Design or_gate_bist, sky130hd; sources not shown.
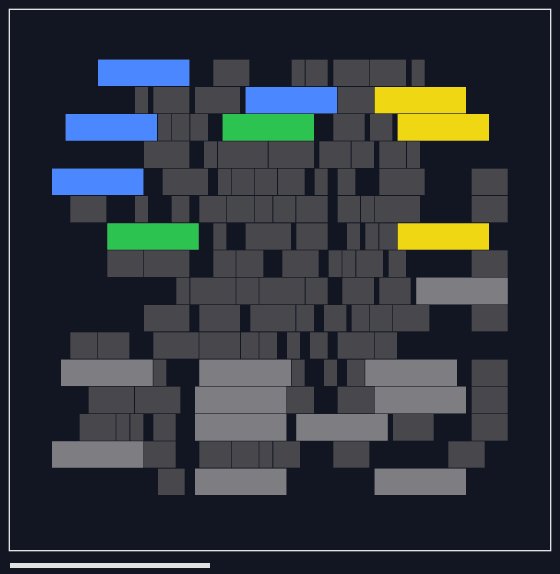
(images/ff_map.png)
Scale bar: 20 um. Other sequential cells in the stronger gray, the rest of the logic in the fainter gray.
Yellow shows err_count, placed flops 3. Blue shows fail_mask, placed flops 4, where top left. Green shows r_index, placed flops 2.
Another 11 sequential cells are not colored.
final core utilization: 69.6%
Sequential Power: 349 uW
flop share of the area: 36.3%
Flop area: 500 um2

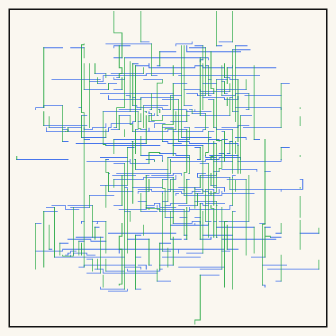
(images/layers.png)
Only two layers are drawn.
Green shows M2, wire length 955 um. Blue shows M1, wire length 991 um.
DR WL/cell: 13.2 um
routed wire length: 2070 um
Global Route Usage Sum: 17.0%
vias: 865

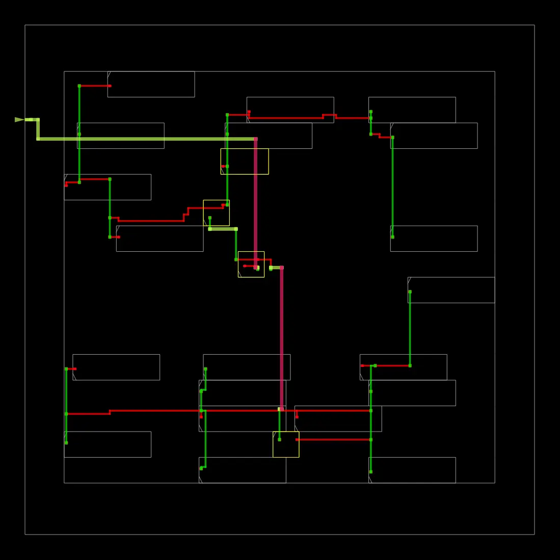
(images/clock_nets.png)
Flop Count: 20
number of clock buffers in the layout: 4

==> impl_metrics.csv <==
group,metric,value,unit
synth,enable_flop_cells,0,
route,drtIter0Drc,9,
floorplanning,num_io_pins,17,
synth,mux_share,4.65,%
worst_setup_path,crit_type,"in2reg",
finish,drive_above_1_share,8.46,%
worst_setup_path,slowest_stage,"nor3_1",
final_timing,period_used_share,64.0,%
placement,dp.cells,153,
floorplanning,initial_core_util,58.4,%
pwr,power,1100,uW
status,outcome,"complete, no violations",
worst_setup_path,crit_family,"simple AND/OR/NAND/NOR gates",
synth,flop_cell,"dfrtp_1",
worst_setup_path,crit_path_start_kind,"input port",
synth,ys_seq_share,43.2,%
worst_setup_path,cp.depth,5,
final_timing,fin_ws,1420,ps
final_timing,hold_violations,0,
worst_setup_path,crit_chain,"clkdlybuf4s50_1, or2_4, nor3_1, mux2i_1, o22ai_1",
placement,io_buffers,16,
Power is estimated from default activity; no workload was simulated.
